**src/rtl/fetch_unit_if.sv**
```systemverilog
// Bundle between the fetch stage, its program memory and the datapath.
// The master modport is the fetch unit's view of the bundle.
interface fetch_unit_if #(
  parameter int ADDR_W  = 4,
  parameter int INSTR_W = 15
);
  logic               enable;
  logic               mem_rd;
  logic [ADDR_W-1:0]  mem_addr;
  logic [INSTR_W-1:0] mem_data;
  logic [INSTR_W-1:0] instr;
  logic [ADDR_W-1:0]  instr_pc;
  logic               instr_valid;
  logic               instr_ready;
  logic               jump_en;
  logic [ADDR_W-1:0]  jump_addr;

  modport master (
    input  enable, mem_data, instr_ready, jump_en, jump_addr,
    output mem_rd, mem_addr, instr, instr_pc, instr_valid
  );

  modport slave (
    output enable, mem_data, instr_ready, jump_en, jump_addr,
    input  mem_rd, mem_addr, instr, instr_pc, instr_valid
  );
endinterface

```
**src/rtl/fetch_unit.sv**
```systemverilog
// Instruction fetch stage: owns the PC, reads a one-cycle-latency program
// memory and presents each word to the datapath over a valid/ready handshake.
module fetch_unit #(
  parameter int ADDR_W  = 4,
  parameter int INSTR_W = 15
) (
  input  logic          clock,
  input  logic          reset,
  fetch_unit_if.master  bus
);

  typedef enum logic [1:0] {
    IDLE    = 2'd0,
    ISSUE   = 2'd1,
    CAPTURE = 2'd2,
    VALID   = 2'd3
  } state_t;

  state_t             state_q, state_d;
  logic [ADDR_W-1:0]  pc_q, pc_d;
  logic [INSTR_W-1:0] instr_q, instr_d;
  logic [ADDR_W-1:0]  instr_pc_q, instr_pc_d;

  always_ff @(posedge clock or negedge reset) begin
    if (!reset) begin
      state_q    <= IDLE;
      pc_q       <= '0;
      instr_q    <= '0;
      instr_pc_q <= '0;
    end else begin
      state_q    <= state_d;
      pc_q       <= pc_d;
      instr_q    <= instr_d;
      instr_pc_q <= instr_pc_d;
    end
  end

  // A jump is only honoured on the accepting VALID cycle, replacing the increment done at capture.
  always_comb begin
    state_d    = state_q;
    pc_d       = pc_q;
    instr_d    = instr_q;
    instr_pc_d = instr_pc_q;
    case (state_q)
      IDLE: begin
        if (bus.enable) state_d = ISSUE;
      end
      ISSUE: begin
        state_d = CAPTURE;
      end
      CAPTURE: begin
        instr_d    = bus.mem_data;
        instr_pc_d = pc_q;
        pc_d       = pc_q + ADDR_W'(1);
        state_d    = VALID;
      end
      VALID: begin
        if (bus.instr_ready) begin
          if (bus.jump_en) pc_d = bus.jump_addr;
          state_d = bus.enable ? ISSUE : IDLE;
        end
      end
      default: state_d = IDLE;
    endcase
  end

  assign bus.mem_rd      = (state_q == ISSUE);
  assign bus.mem_addr    = pc_q;
  assign bus.instr_valid = (state_q == VALID);
  assign bus.instr       = instr_q;
  assign bus.instr_pc    = instr_pc_q;

endmodule

```
**src/flat_wrapper.sv**
```systemverilog
// flat-port wrapper written by rule: the top's interface ports become plain ports
module fetch_unit_flat 
#(
  parameter int ADDR_W  = 4,
  parameter int INSTR_W = 15
)
  (clock, reset, bus_enable, bus_mem_data, bus_instr_ready, bus_jump_en, bus_jump_addr, bus_mem_rd, bus_mem_addr, bus_instr, bus_instr_pc, bus_instr_valid);
  fetch_unit_if #(.ADDR_W(ADDR_W), .INSTR_W(INSTR_W)) bus_i ();
  input  logic clock;
  input  logic reset;
  input wire logic [$bits(bus_i.enable)-1:0] bus_enable;
  input wire logic [$bits(bus_i.mem_data)-1:0] bus_mem_data;
  input wire logic [$bits(bus_i.instr_ready)-1:0] bus_instr_ready;
  input wire logic [$bits(bus_i.jump_en)-1:0] bus_jump_en;
  input wire logic [$bits(bus_i.jump_addr)-1:0] bus_jump_addr;
  output wire logic [$bits(bus_i.mem_rd)-1:0] bus_mem_rd;
  output wire logic [$bits(bus_i.mem_addr)-1:0] bus_mem_addr;
  output wire logic [$bits(bus_i.instr)-1:0] bus_instr;
  output wire logic [$bits(bus_i.instr_pc)-1:0] bus_instr_pc;
  output wire logic [$bits(bus_i.instr_valid)-1:0] bus_instr_valid;
  assign bus_i.enable = bus_enable;
  assign bus_i.mem_data = bus_mem_data;
  assign bus_i.instr_ready = bus_instr_ready;
  assign bus_i.jump_en = bus_jump_en;
  assign bus_i.jump_addr = bus_jump_addr;
  assign bus_mem_rd = bus_i.mem_rd;
  assign bus_mem_addr = bus_i.mem_addr;
  assign bus_instr = bus_i.instr;
  assign bus_instr_pc = bus_i.instr_pc;
  assign bus_instr_valid = bus_i.instr_valid;
  fetch_unit #(.ADDR_W(ADDR_W), .INSTR_W(INSTR_W)) u_core (.clock(clock), .reset(reset), .bus(bus_i));
endmodule
```
**config.mk**
```make
export PLATFORM = sky130hd
export DESIGN_NAME = fetch_unit_flat
export DESIGN_NICKNAME = d
export VERILOG_FILES = /design/src/rtl/fetch_unit_if.sv /design/src/rtl/fetch_unit.sv /design/src/flat_wrapper.sv
export SDC_FILE = /design/constraint.sdc
export NUM_CORES = 1
export LEC_CHECK = 0
export CORE_UTILIZATION = 44
export DETAILED_ROUTE_END_ITERATION = 10
export PLACE_DENSITY = 0.95
export SETUP_SLACK_MARGIN = 0.3
export SYNTH_ARGS = -nofsm -noshare
export SYNTH_HDL_FRONTEND = slang
export SYNTH_SLANG_ARGS = --single-unit
```
**constraint.sdc**
```tcl
create_clock -name clock -period 2.2 [get_ports clock]
set_input_delay 0.22 -clock clock [delete_from_list [all_inputs] [get_ports clock]]
set_output_delay 0.22 -clock clock [all_outputs]
set_load 0.03 [all_outputs]
```
ff_map.png
(12 px per µm) Other sequential cells in the stronger grey, the rest of the logic in the fainter grey.
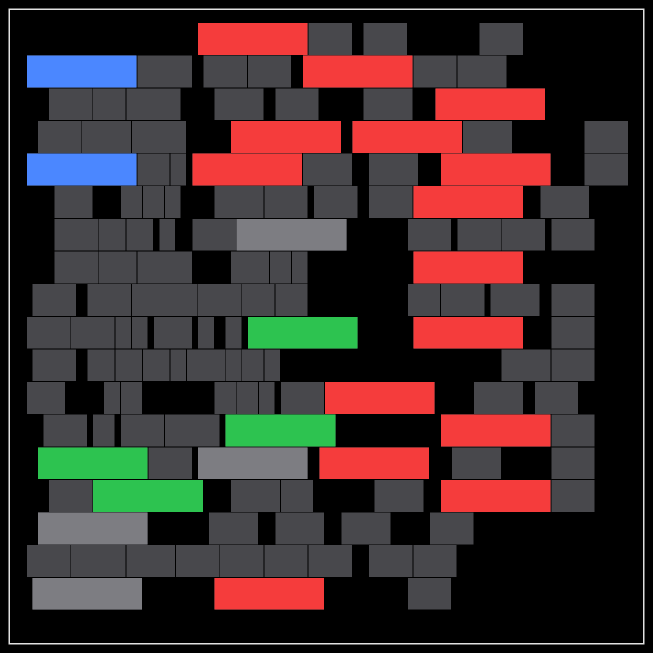
- blue: `u_core.state_q` (flops 2)
- red: `u_core.bus.instr` (flops 15)
- green: `u_core.bus.mem_addr` (flops 4)
- not coloured: 4
Seq. cell area: 626 µm²
post-layout util: 68.2%
flop share of the area: 37.3%
Seq. pwr: 0.000855 W

class_map.png
(4 px per µm)
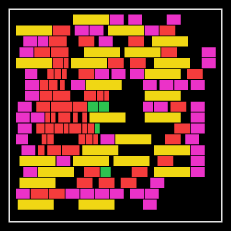
- magenta: remaining buffers and delay cells (cells 50; share of their area 30%)
- green: clock drivers and dummy loads (cells 4; share of their area 1.6%)
- red: remaining logic cells (cells 59; share of their area 30%)
- yellow: registers (cells 25; share of their area 38%)
final instance area: 1680 µm²
core area: 2450 µm²
# rows: 18

==> results.json <==
{
  "outcome": "completed",
  "end_kind": "primary output",
  "cts.sink_count": 25,
  "syn2layout_area_growth_pct": 48.0,
  "dieArea_um2": 2780,
  "antenna-diode-count": 0,
  "hold_viol": 0,
  "drt_pre_antenna_iters": 4,
  "post-synth-top-area-cell": "dfrtp_1",
  "setup_viol": 0,
  "grt_setup_unrepaired": "false",
  "netlist_area_um2": 1130,
  "fp-utilization_pct": 46.1,
  "crit_chain": "clkdlybuf4s50_1",
  "cp.required_ps": 1980,
  "grt.overflow.total": 0,
  "slowest_stage": "clkdlybuf4s50_1",
  "synthFlopType": "dfrtp_1",
  "most_common_cell": "dfrtp_1",
  "path_clk_slew_ps": 140,
  "start_kind": "register",
  "final_nets": 169,
  "crit_path_start": "u_core.bus.mem_addr[0]$_DFFE_PN0P_",
  "synth_nets": 116,
  "warnings": 30,
  "worst_slew_pin_slew_ps": 321,
  "fillCellCount": 186,
  "finalClockSkew_ps": 8.39,
  "yosysSeqAreaShare_pct": 55.2,
  "worst-path-buf-inv": 1
}
m3.png
(8 px per µm)
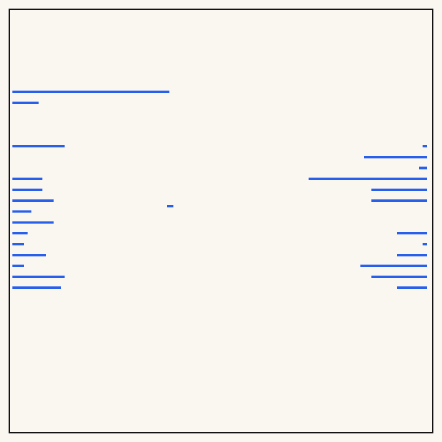
- nets with wire on the layer: 26
- longest straight run: 19.3 µm
- main direction: horizontal
- wire length on this layer: 129 µm
- share of all routed wire: 5.5%
vias post-DR: 851
Routed WL: 2360 µm
met3 Use GR: 2.90%

layers.png
(8 px per µm) Two of the layers only.
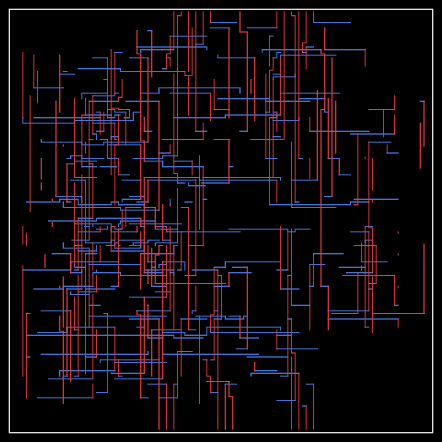
- red: M2 (wire length 1290 µm)
- blue: M1 (wire length 932 µm)
GR Util All Layers: 18.4%
DR WL/cell: 14.0 µm

routing by layer:
metal	global-route usage [%]	vias to the layer above	wire length, µm
li1	-	404	-
met1	20.8	419	932
met2	34.2	26	1290
met3	2.90	2	128
met4	6.58	0	14
met5	0	-	0
timing repair:
item	4_1_cts	5_1_grt
hold endpoints to repair	0	0
cloned	0	0
setup endpoints to repair	2	7
gates resized	2	1
cell families after synthesis:
family	Yosys count	share of synthesized area, %
flops	25	55.2
compound gates	10	6.19
simple gates	16	7.85
mux	21	20.7
fa+ha+maj	6	6.63
buf+inv	8	3.42
power breakdown:
group	total (W)	switching, W	internal [W]
clock network	0.000201	0.000130	0.0000707
registers	0.000855	0.000164	0.000691
logic	0.00166	0.000869	0.000788
metrics by stage:
step	hold WS [ps]	total power (W)
5_1_grt	271	0.00287
3_5_place_dp	496	0.00254
6_report	243	0.00271
4_1_cts	250	0.00273
2_1_floorplan	-75.6	0.00191
3_3_place_gp	490	0.00247
path summary, 6_finish.rpt:
kind	end	slack, ps	cells after the start
hold reg to reg	u_core.bus.instr[9]$_DFFE_PN0P_	520	1
min in group clock	u_core.bus.mem_addr[3]$_DFFE_PN0P_	490	3
hold / removal	u_core.state_q[1]$_DFFE_PN0P_	240	2
max in group asynchronous	u_core.bus.mem_addr[1]$_DFFE_PN0P_	1710	2
setup reg to reg	u_core.bus.instr[0]$_DFFE_PN0P_	520	4
setup / recovery	bus_mem_addr[0]	440	1
cell usage in the layout, fill, tap and decap left out:
cell type        Yosys  layout
and3_1               1       1
and2_4               1       1
a221oi_1             2       2
ha_2                 0       1
nand3_1              4       4
o31ai_2              1       1
mux2_2              19      19
mux2i_1              2       2
clkdlybuf4s50_1      0      46
dfrtp_1             25      25
and2b_2              1       1
dlygate4sd2_1        0       2
nand2b_1             2       2
nor2_1               5       5
clkbuf_1             0       1
ha_1                 6       5
o21ai_1              1       1
o21ai_0              2       2
a22oi_1              1       1
o22ai_1              1       1
nand3_2              1       1
nand2_1              1       1
a31oi_1              1       1
a21oi_1              1       1
clkbuf_4             0       3
buf_4                0       2
inv_1                6       6
state kept, by name, summed over array words and instances (netlist names):
| name | flops |
|---|---|
| u_core.bus.instr | 15 |
| u_core.bus.instr_pc | 4 |
| u_core.bus.mem_addr | 4 |
| u_core.state_q | 2 |
area by class of cell:
type / instances / share of cell area, %
Timing Repair Buffer: 50 / 29.4
Inverter: 6 / 1.34
Multi-Input combinational cell: 53 / 28.1
Sequential cell: 25 / 37.3
Tap cell: 30 / 2.24
Clock buffer: 4 / 1.57
No activity file was given, so power comes from the tool's default toggle rates.
